[src/rtl/timer_count_up_pkg.sv]
// Shared timer package: BCD digit geometry, nibble indices and
// the terminal-value test used by the up-counting stopwatch.
package timer_count_up_pkg;

    localparam int DIGIT_W = 4;
    localparam int SEC_U = 0;
    localparam int SEC_T = 1;
    localparam int MIN_U = 2;
    localparam int MIN_T = 3;
    localparam logic [DIGIT_W-1:0] BCD_MAX = 4'd9;

    // Clamp every nibble of a preset to a legal BCD digit.
    function automatic logic [15:0] bcd_clamp(input logic [15:0] v);
        logic [15:0] r;
        r = v;
        for (int i = 0; i < 4; i++) begin
            if (v[i*4 +: 4] > BCD_MAX) begin
                r[i*4 +: 4] = BCD_MAX;
            end
        end
        return r;
    endfunction

    // Seconds-tens wraps at st_wrap, unless preset above it (then at 9).
    function automatic logic [3:0] sec_t_wrap(
        input logic [3:0] st,
        input logic [3:0] st_wrap
    );
        return (st <= st_wrap) ? st_wrap : BCD_MAX;
    endfunction

    function automatic logic is_term(
        input logic [15:0] c,
        input logic [3:0]  st_wrap
    );
        return (c[15:12] == BCD_MAX) && (c[11:8] == BCD_MAX) &&
               (c[7:4] == sec_t_wrap(c[7:4], st_wrap)) &&
               (c[3:0] == BCD_MAX);
    endfunction

endpackage

[src/rtl/timer_count_up_digit.sv]
// bcd_digit_up: one BCD digit with preset, increment and wrap.
// Ports: clk, rst (sync, active-low), inc, load, d, wrap_val -> q, carry, at_wrap.
module bcd_digit_up
    import timer_count_up_pkg::*;
(
    input  logic               clk,
    input  logic               rst,
    input  logic               inc,
    input  logic               load,
    input  logic [DIGIT_W-1:0] d,
    input  logic [DIGIT_W-1:0] wrap_val,
    output logic [DIGIT_W-1:0] q,
    output logic               carry,
    output logic               at_wrap
);

    logic [DIGIT_W-1:0] q_q;
    logic [DIGIT_W-1:0] q_d;

    assign q       = q_q;
    assign at_wrap = (q_q == wrap_val);
    assign carry   = inc && at_wrap;

    always_comb begin
        q_d = q_q;
        if (load) begin
            q_d = d;
        end else if (inc) begin
            q_d = at_wrap ? '0 : q_q + 4'd1;
        end
    end

    always_ff @(posedge clk) begin
        if (!rst) begin
            q_q <= '0;
        end else begin
            q_q <= q_d;
        end
    end

endmodule

[src/rtl/timer_count_up.sv]
// Stopwatch MM:SS BCD up-counter with clamped preset, saturation at
// terminal value and registered active-low terminal flag rco_L.
// Ports: clk, rst (sync, active-low), en, load, din[15:0] -> count[15:0], rco_L.
module timer_count_up
    import timer_count_up_pkg::*;
#(
    parameter int SEC_TENS_WRAP = 5
) (
    input  logic        clk,
    input  logic        rst,
    input  logic        en,
    input  logic        load,
    input  logic [15:0] din,
    output logic [15:0] count,
    output logic        rco_L
);

    localparam logic [3:0] ST_WRAP = 4'(SEC_TENS_WRAP);

    logic [15:0] din_clamp;
    logic [3:0]  inc;
    logic [3:0]  carry;
    logic [3:0]  at_wrap;
    logic [3:0][3:0] wrap_val;
    logic [3:0][3:0] dig_q;
    logic        term_cur;
    logic        pre_term;
    logic        rco_L_q;
    logic        rco_L_d;
    logic        unused_carry;

    assign din_clamp = bcd_clamp(din);
    assign count     = dig_q;
    assign rco_L     = rco_L_q;

    assign term_cur = is_term(count, ST_WRAP);
    // One increment away from terminal: only sec_units 8 -> 9 changes.
    assign pre_term = (count[3:0] == 4'd8) &&
                      is_term({count[15:4], BCD_MAX}, ST_WRAP);

    assign wrap_val[SEC_U] = BCD_MAX;
    assign wrap_val[SEC_T] = sec_t_wrap(count[7:4], ST_WRAP);
    assign wrap_val[MIN_U] = BCD_MAX;
    assign wrap_val[MIN_T] = BCD_MAX;

    assign inc[SEC_U] = en && !load && !term_cur;
    assign inc[SEC_T] = carry[SEC_U];
    assign inc[MIN_U] = carry[SEC_T];
    assign inc[MIN_T] = carry[MIN_U];
    assign unused_carry = carry[MIN_T];

    for (genvar i = 0; i < 4; i++) begin : g_dig
        bcd_digit_up u_dig (
            .clk      (clk),
            .rst      (rst),
            .inc      (inc[i]),
            .load     (load),
            .d        (din_clamp[i*4 +: 4]),
            .wrap_val (wrap_val[i]),
            .q        (dig_q[i]),
            .carry    (carry[i]),
            .at_wrap  (at_wrap[i])
        );
    end

    // Flag follows the next-state count so it lines up with count.
    always_comb begin
        rco_L_d = !term_cur;
        if (load) begin
            rco_L_d = !is_term(din_clamp, ST_WRAP);
        end else if (inc[SEC_U] && pre_term) begin
            rco_L_d = 1'b0;
        end
    end

    always_ff @(posedge clk) begin
        if (!rst) begin
            rco_L_q <= 1'b1;
        end else begin
            rco_L_q <= rco_L_d;
        end
    end

endmodule

[config.mk]
export PLATFORM = sky130hd
export DESIGN_NAME = timer_count_up
export DESIGN_NICKNAME = d
export VERILOG_FILES = /design/src/rtl/timer_count_up_pkg.sv /design/src/rtl/timer_count_up_digit.sv /design/src/rtl/timer_count_up.sv
export SDC_FILE = /design/constraint.sdc
export NUM_CORES = 1
export LEC_CHECK = 0
export ABC_AREA = 1
export CAP_MARGIN = 20
export CORE_AREA = 2 2 56 58
export DETAILED_ROUTE_END_ITERATION = 8
export DIE_AREA = 0 0 58 60
export HOLD_SLACK_MARGIN = 0.03
export PLACE_DENSITY = 0.81
export SLEW_MARGIN = 20
export SYNTH_ARGS = -nofsm -noshare
export SYNTH_HDL_FRONTEND = slang
export SYNTH_SLANG_ARGS = --single-unit
[constraint.sdc]
create_clock -name clk -period 1.7 [get_ports clk]
set_clock_uncertainty 0.2 [all_clocks]
set_input_delay 0.34 -clock clk [delete_from_list [all_inputs] [get_ports clk]]
set_output_delay 0.34 -clock clk [all_outputs]
set_load 0.01 [all_outputs]
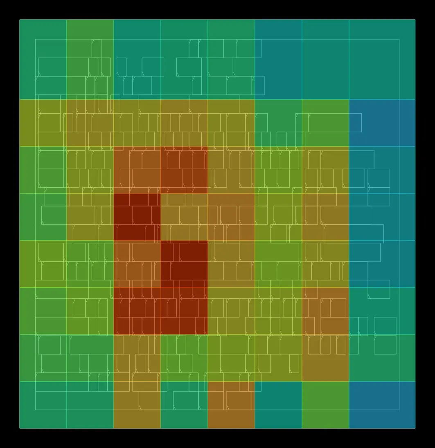
run_1/congestion.png
met1 usage: 0.235
drt wl/cell: 11.0 um
Final Util: 0.609
met3 global-route usage: 0.0346
Top Usage Layer GRT: met2

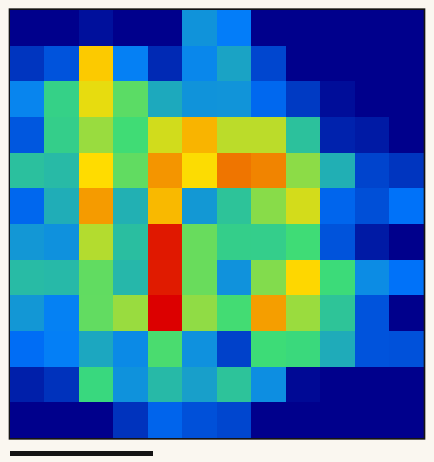
run_1/metal_density.png
Scale bar: 20 um. 12 x 12 tiles, from dark blue (low) to red (high), scaled to the fullest tile. Values are wire area over tile area, all layers added.
tiles over half the peak = 26%
fullest tile = 0.44
densest ninth of the die = middle

==> flow_summary.yaml, run 1 <==
# generated from flow reports
setup_path:
  critPathBufInv: 2
  cp_max_fo: 10
  critPathMaxStageDelay_ns: 0.38
  cp.required_ns: 1.70
  startpoint: "g_dig[1].u_dig.q[1]"
  r2r_start: "g_dig[1].u_dig.q[1]"
  critical_path.cell_chain: "inv_2, nand2_1, nand2_1, nand2_2, nor2_4, nand4_2, nand2_4, inv_1, nor2_1, nor2_1"
  reg2reg_to: "g_dig[2].u_dig.q[0]"
  crit_type: "reg2reg"
  cp_data_arrival_time_ns: 1.55
timing:
  rsz0062_at_grt: "yes"
yosys:
  ys_cells: 203
  synthCells: 203
  xor_share: 0.0282
  ys_area_um2: 1240
outcome:
  outcome: "complete, no violations"
finish:
  n_fill_cell: 279
  layout-drive-gt1-share: 0.190
clock_tree:
  cts-root-buf: "clkbuf_4"
  clk_pin_slew_ns: 0.11
  cts_tree: "yes"
hold_path:
  min_path_type: "reg2reg"
detailed_routing:
  first_pass_iters: 4
  drt-met1-wl_um: 1370
floorplanning:
  die_w_um: 58
job:
  cap_violations: 0
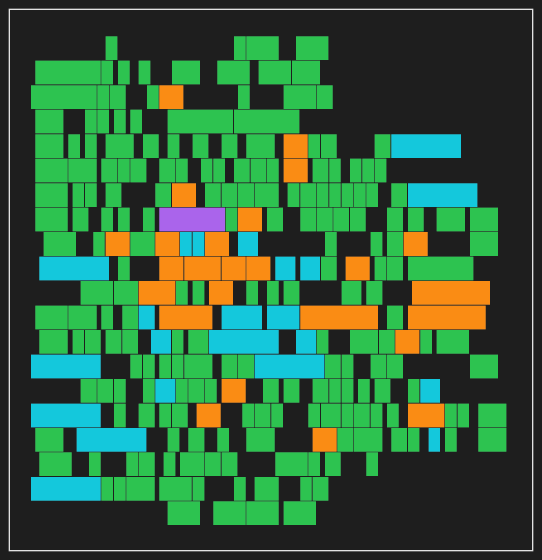
run_1/sizes.png
_0 and _1 cells -> green  # cells 204, share 81%
_6 and larger -> purple  # cells 1, share 0.40%
_3 and _4 cells -> orange  # cells 25, share 9.9%
_2 cells -> cyan  # cells 22, share 8.7%

[run 1: layout make-up]
cell class | count | area, um2 | share of cell area
clock inverter | 1 | 5.00 | 0.00283
inverter | 22 | 82.6 | 0.0467
multi-input combinational | 157 | 782 | 0.442
timing repair buffer | 52 | 472 | 0.267
clock buffer | 3 | 22.5 | 0.0127
sequential | 17 | 363 | 0.205
tap | 33 | 41.3 | 0.0234
[run 1: report_power, final]
part	internal (W)	leakage, nW	switching [W]	total [W]
clock	0.0000879	0.0177	0.000140	0.000228
combinational	0.000148	0.655	0.000152	0.000300
sequential	0.000422	0.145	0.0000275	0.000450
total	0.000658	0.818	0.000319	0.000977
[run 1: routing by layer]
layer / global-route usage / vias up
li1: - / 765
met1: 0.235 / 648
met2: 0.369 / 42
met3: 0.0346 / 5
met4: 0.0797 / 0
met5: 0 / -
[run 1: flip-flops by register name (all words and copies together) (netlist names)]
register       flops
g_dig.u_dig.q     16
rco_L              1
[run 1: worst register-to-register path, delay by kind of cell, from the launching register on]
family	cells	cell delay, ns
and+or+nand+nor	8	0.75
DFF	1	0.38
buffers and inverters	2	0.13
[run 1: cells in the final DEF (no fill, tap or decap), types with 3 or more instances in the layout]
master | synthesis | routed
nand2_2 | 4 | 5
dlygate4sd2_1 | 0 | 17
a21oi_1 | 16 | 16
xor2_1 | 4 | 4
nand2_1 | 52 | 51
inv_2 | 3 | 3
clkbuf_4 | 0 | 3
dfxtp_2 | 0 | 9
dfxtp_4 | 0 | 3
inv_1 | 19 | 19
nand3_1 | 30 | 30
o21ai_0 | 16 | 16
dfxtp_1 | 17 | 5
o22ai_1 | 3 | 3
buf_4 | 2 | 15
nor2_1 | 18 | 18
clkdlybuf4s50_1 | 0 | 19
[run 1: logic make-up (layout without fill, tap and decap cells)]
logic type,Yosys count,after routing
AND-OR/OR-AND,40,40
XOR/XNOR,4,4
buffers and inverters,29,78
flip-flops,17,17
AND/OR/NAND/NOR,113,113
[run 1: per-stage QoR]
step	area (um2)	total power (W)	utilization	hold WS, ns	setup TNS, ns
5_1_grt	1770	0.00104	0.609	0.321	-0.00272
4_1_cts	1760	0.000987	0.608	0.314	0
6_report	1770	0.000977	0.609	0.308	0
3_5_place_dp	1740	0.000774	0.598	0.313	-2.20
3_3_place_gp	1740	0.000770	0.598	0.292	-1.87
2_1_floorplan	1240	0.000623	-	0.307	0
[run 1: how the worst min path moves through the flow]
stage	start	endpoint	slack, ns	depth (start not counted)
floorplan	g_dig[2].u_dig.q[2]	g_dig[2].u_dig.q[2]	0.31	2
CTS	g_dig[0].u_dig.q[2]	g_dig[0].u_dig.q[2]	0.31	2
global placement	g_dig[2].u_dig.q[2]	g_dig[2].u_dig.q[2]	0.29	2
global route	g_dig[0].u_dig.q[2]	g_dig[0].u_dig.q[2]	0.32	2
detailed placement	g_dig[2].u_dig.q[2]	g_dig[2].u_dig.q[2]	0.31	2
finish	g_dig[2].u_dig.q[2]	g_dig[2].u_dig.q[2]	0.31	2
[run 1: repair_timing]
item                                    in CTS  in global routing
gates cloned                                 0                  0
resized                                     31                  2
endpoints found under the setup margin      17                  8
==> inputs of run 2 (changes only) <==
--- a/config.mk
+++ b/config.mk
@@ -7,12 +7,14 @@
 export LEC_CHECK = 0
 export ABC_AREA = 1
 export CAP_MARGIN = 20
-export CORE_AREA = 2 2 56 58
+export CORE_AREA = 2 2 63 65
 export DETAILED_ROUTE_END_ITERATION = 8
-export DIE_AREA = 0 0 58 60
+export DIE_AREA = 0 0 65 67
 export HOLD_SLACK_MARGIN = 0.03
-export PLACE_DENSITY = 0.81
+export MAX_ROUTING_LAYER = met4
+export PLACE_DENSITY = 0.72
 export SLEW_MARGIN = 20
 export SYNTH_ARGS = -nofsm -noshare
 export SYNTH_HDL_FRONTEND = slang
+export SYNTH_HIERARCHICAL = 1
 export SYNTH_SLANG_ARGS = --single-unit
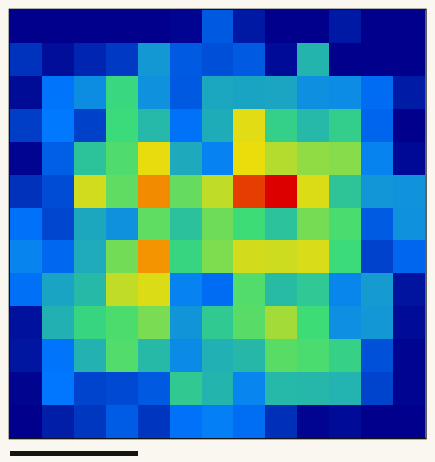
run_2/metal_density.png
Scale bar: 20 um. 13 x 13 tiles, from dark blue (low) to red (high), scaled to the fullest tile. Values are wire area over tile area, all layers added.
fullest tile = 0.51
densest ninth of the die = middle
mean over tiles = 0.16
tiles over half the peak = 22%
nearly empty tiles = 14%

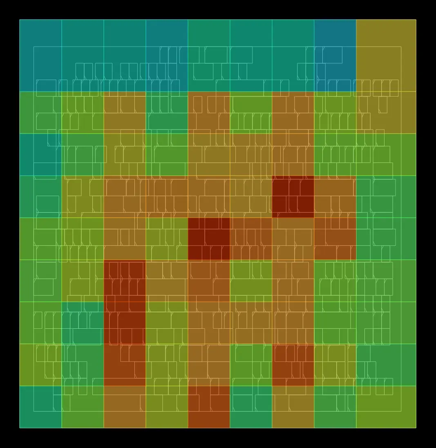
run_2/congestion.png
met2 GRT Util: 0.412
met1 usage: 0.246

==> run 2 against run 1 <==
The run now ends with setup timing left. Highest routed layer unchanged. Non-clock buffer count up 19. Via count is 35% higher. Largest power group unchanged. Largest cell class unchanged. Fmax shrank 26%. Flip-flop count stayed put.
==> flow_summary.yaml, run 2 <==
# generated from flow reports
finish:
  mostFrequentLayoutCells: "nand2_1 (82), inv_1 (61), buf_4 (34), nor2_1 (31), conb_1 (28)"
  n_fill_cell: 353
  largest_register_ff_count: 16
  lay_top_count: "nand2_1"
  mi_logic_area_um2: 1180
  layout-drive-gt1-share: 0.241
  seqCellArea_um2: 378
  area_growth_pct: 58.0
  post-route-util: 0.701
yosys:
  synthCells: 297
  syn_area_per_cell_um2: 5.39
clock_tree:
  cts-root-buf: "clkbuf_8"
  cts_tree: "yes"
  cts_hold_buf: 0
  clk_pin_slew_ns: 0.08
setup_path:
  r2r_start: "g_dig[3].u_dig/q[1]"
  cp.required_ns: 1.68
  cp_data_arrival_time_ns: 2.08
  reg2reg_to: "g_dig[0].u_dig/q[3]"
  crit_type: "reg2reg"
global_routing:
  gr-max-usage-layer: "met2"
  grt_use_met3: 0.0253
outcome:
  outcome: "finished with violations"
  violations: "setup timing"
hold_path:
  hp-start: "g_dig[3].u_dig/q[3]"
  min_path_type: "reg2reg"
  hold_end: "g_dig[3].u_dig/q[3]"
  hold_path_depth: 3
detailed_routing:
  post_drt_wl_per_cell_um: 9.98
  first_pass_iters: 4
  wl_um: 4410
placed_design:
  dp_hpwl_um: 3240
timing:
  setup_tns_ns: -5.29
  finalCritPeriodShare: 1.24
  setup_violations: 16
  min_period_ns: 2.11
  finalHoldViolCount: 0
  rsz0062_at_grt: "yes"
  setup_ws_ns: -0.408
power_and_ir_drop:
  ir_worst_vdd_uv: 289
floorplanning:
  rows: 22
  die_w_um: 65
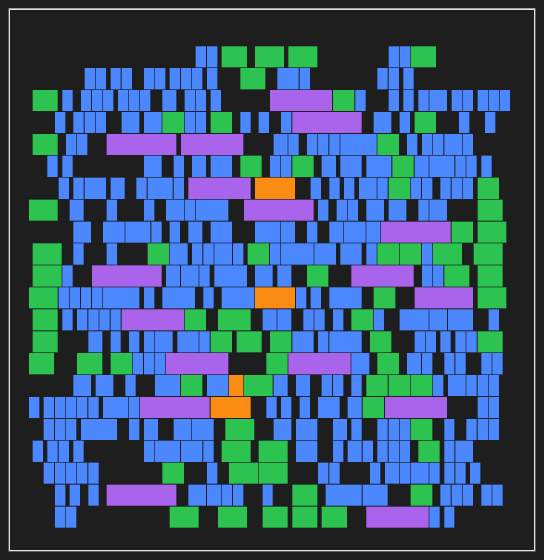
run_2/placement_by_type.png
combinational and other logic -> blue  # cells 302
clock drivers and dummy loads -> orange  # cells 4
flops -> purple  # cells 17
other buffers and delay cells -> green  # cells 71

## run 2: worst max-delay path by stage
| stage | to | slack, ns | start |
|---|---|---|---|
| global route | g_dig[3].u_dig/q[3] | -0.55 | g_dig[1].u_dig/q[2] |
| floorplan | g_dig[3].u_dig/q[0] | -0.22 | g_dig[1].u_dig/q[2] |
| detailed placement | g_dig[3].u_dig/q[3] | -0.76 | en |
| CTS | g_dig[3].u_dig/q[3] | -0.33 | g_dig[1].u_dig/q[2] |
| finish | g_dig[0].u_dig/q[3] | -0.41 | g_dig[3].u_dig/q[1] |
| global placement | g_dig[3].u_dig/q[2] | -0.70 | en |
## run 2: cell type report
type | instances | area share
flip-flops and latches | 17 | 0.149
clock inverters | 1 | 0.00198
clock buffers | 3 | 0.0163
multi-input cells | 232 | 0.466
inverters | 70 | 0.104
well taps | 48 | 0.0238
repair buffers | 71 | 0.239
## run 2: per-stage QoR
stage	std cells	cell area, um2	hold WS, ns	power, W
after floorplan	323	1740	0.257	0.000643
after global placement	433	2370	0.398	0.000821
after detailed placement	433	2370	0.413	0.000824
after CTS	446	2510	0.435	0.00114
after global routing	442	2530	0.475	0.00123
final	442	2530	0.450	0.00115
## run 2: power by group
group / total, W / internal (W) / switching, W / leakage, nW
clock: 0.000318 / 0.000163 / 0.000155 / 0.0255
combinational: 0.000395 / 0.000186 / 0.000209 / 1.14
sequential: 0.000433 / 0.000416 / 0.0000164 / 0.148
total: 0.00115 / 0.000766 / 0.000381 / 1.31
## run 2: per-layer routing
metal,wire length [um],up-vias,share of wire
met2,2200,45,0.50
li1,-,1065,-
met1,1970,862,0.45
met4,43,0,0.0098
met5,0,-,0
met3,203,4,0.046
## run 2: critical path, cell delays in order (launching register included)
cell and delay (ns):
dfxtp_4 0.34, or2_1 0.23, nor2_2 0.16, nand2_2 0.09
o21ai_2 0.16, inv_2 0.06, buf_4 0.12, buf_4 0.12
buf_4 0.12, nor2_2 0.15, a22oi_1 0.09, a21oi_1 0.19
## run 2: repair_timing
action                     4_1_cts  5_1_grt
gates resized                   38       17
setup endpoints to repair       32       17
pin swaps                        8       20
setup buffers                    9        2
==> inputs of run 3 (changes only) <==
--- a/config.mk
+++ b/config.mk
@@ -13,6 +13,7 @@
 export HOLD_SLACK_MARGIN = 0.03
 export MAX_ROUTING_LAYER = met4
 export PLACE_DENSITY = 0.72
+export SKIP_LAST_GASP = 1
 export SLEW_MARGIN = 20
 export SYNTH_ARGS = -nofsm -noshare
 export SYNTH_HDL_FRONTEND = slang
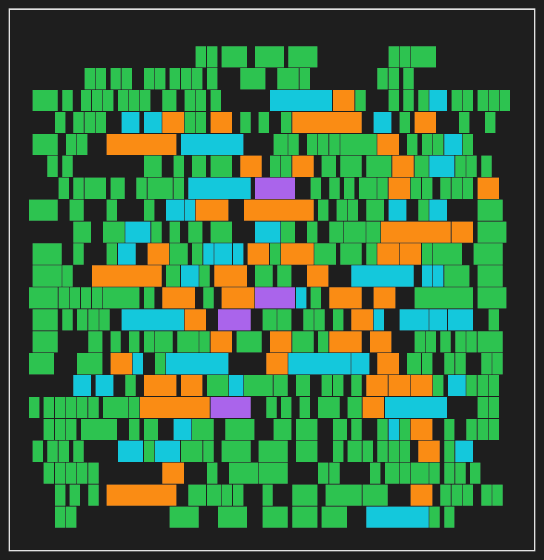
run_3/sizes.png
_3 and _4 cells -> orange  # cells 49, share 12%
_6 and larger -> purple  # cells 4, share 1.0%
_0 and _1 cells -> green  # cells 297, share 75%
_2 cells -> cyan  # cells 44, share 11%

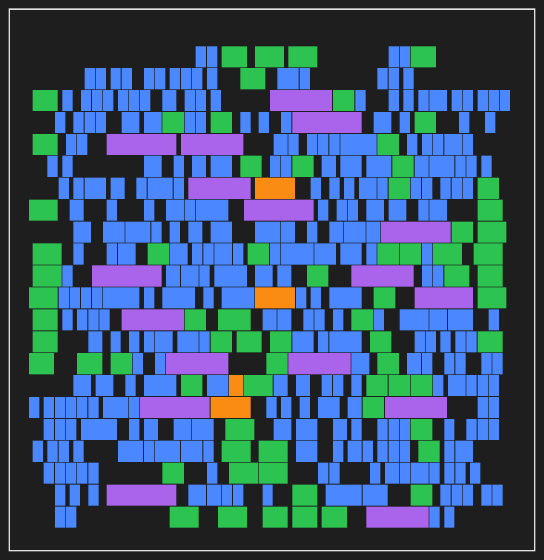
run_3/placement_by_type.png
combinational and other logic -> blue  # cells 302
other buffers and delay cells -> green  # cells 71
clock drivers and dummy loads -> orange  # cells 4
flops -> purple  # cells 17

==> run 3 against run 2 <==
The run still ends with setup timing left. Synthesized cell count is the same. Design area grew 0.40%. Critical path type unchanged. Wire length grew 1.5%. Hold slack lost 0.017 ns. Non-clock buffer count is the same. Count of clock-buffer cells in the layout is the same. Sequential power is essentially flat.
==> flow_summary.yaml, run 3 <==
# generated from flow reports
outcome:
  outcome: "finished with violations"
  violations: "setup timing"
yosys:
  synthCells: 297
  syn_area_per_cell_um2: 5.39
  ys.warnings.count: 6
job:
  cap_violations: 0
  warning_count: 29
placed_design:
  dp_hpwl_um: 3240
  dp.cells: 433
finish:
  layout-drive-gt1-share: 0.246
  area_growth_pct: 58.6
  n_fill_cell: 355
  mi_logic_area_um2: 1190
  lay_top_count: "nand2_1"
  fin_cells: 442
  mostFrequentLayoutCells: "nand2_1 (81), inv_1 (61), buf_4 (34), nor2_1 (30), conb_1 (28)"
timing:
  setup_tns_ns: -5.29
  finalHoldViolCount: 0
  rsz0062_at_grt: "yes"
  holdWs_ns: 0.433
  min_period_ns: 2.10
  setup_ws_ns: -0.401
  setup_violations: 16
setup_path:
  cp.required_ns: 1.69
  crit_type: "reg2reg"
  cp_max_fo: 6
global_routing:
  grt_usage: 0.222
  first_global_vias: 1822
clock_tree:
  cts_tree: "yes"
  clk_pin_slew_ns: 0.07
  cts_hold_buf: 0
  cts-root-buf: "clkbuf_8"
  numCtsBuffers: 3
detailed_routing:
  wl_um: 4470
floorplanning:
  die_w_um: 65
hold_path:
  min_path_type: "reg2reg"
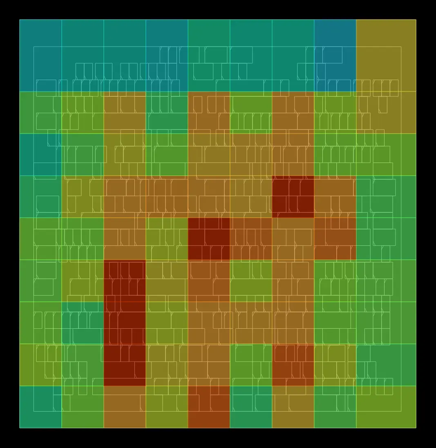
run_3/congestion.png
met1 usage: 0.245
drt wl/cell: 10.1 um

run 3: area by class of cell:
type	count	share of cell area
inverter	70	0.103
tap	48	0.0237
sequential	17	0.149
multi-input combinational	232	0.468
clock inverter	1	0.00197
clock buffer	3	0.0163
timing repair buffer	71	0.238
run 3: repair_timing:
item | in CTS | in global routing
buffers inserted | 9 | 2
gates resized | 34 | 24
endpoints found under the setup margin | 32 | 17
pin swaps | 8 | 21
run 3: power by group:
group	internal [W]	switching (W)
sequential	0.000417	0.0000165
clock	0.000163	0.000155
combinational	0.000186	0.000210
total	0.000766	0.000382
run 3: worst max-delay path, stage by stage, from the launching register on:
cell	delay, ns
dfxtp_4	0.37
inv_2	0.05
nand2_2	0.05
nand2_2	0.09
nor2_4	0.04
nand2_2	0.06
o21ai_2	0.07
inv_2	0.07
inv_2	0.05
nor2_4	0.11
inv_2	0.06
nor2_4	0.11
inv_2	0.06
nor2_4	0.12
inv_2	0.05
nor2_4	0.09
nand2_1	0.06
nor2_1	0.12
nand2_1	0.07
a21oi_1	0.12
run 3: metrics by stage:
stage	cell area, um2	total power (W)
final	2540	0.00115
after global routing	2540	0.00123
after CTS	2490	0.00114
after detailed placement	2370	0.000824
after global placement	2370	0.000821
after floorplan	1740	0.000643
run 3: path summary, 6_finish.rpt:
path	start	end	cells after the start
setup reg to reg	g_dig[1].u_dig/q[2]	g_dig[3].u_dig/q[3]	19
setup / recovery	g_dig[1].u_dig/q[2]	g_dig[3].u_dig/q[3]	19
hold reg to reg	g_dig[1].u_dig/q[2]	g_dig[1].u_dig/q[2]	2
hold / removal	g_dig[1].u_dig/q[2]	g_dig[1].u_dig/q[2]	2
run 3: metal layers:
layer | up-vias | part of all wire | GRT usage
met4 | 0 | 0.011 | 0.0798
li1 | 1066 | - | -
met5 | - | 0 | -
met2 | 44 | 0.51 | 0.412
met3 | 6 | 0.041 | 0.0253
met1 | 864 | 0.44 | 0.245
Power figures rest on the tool's default switching activity, not on a simulated workload.
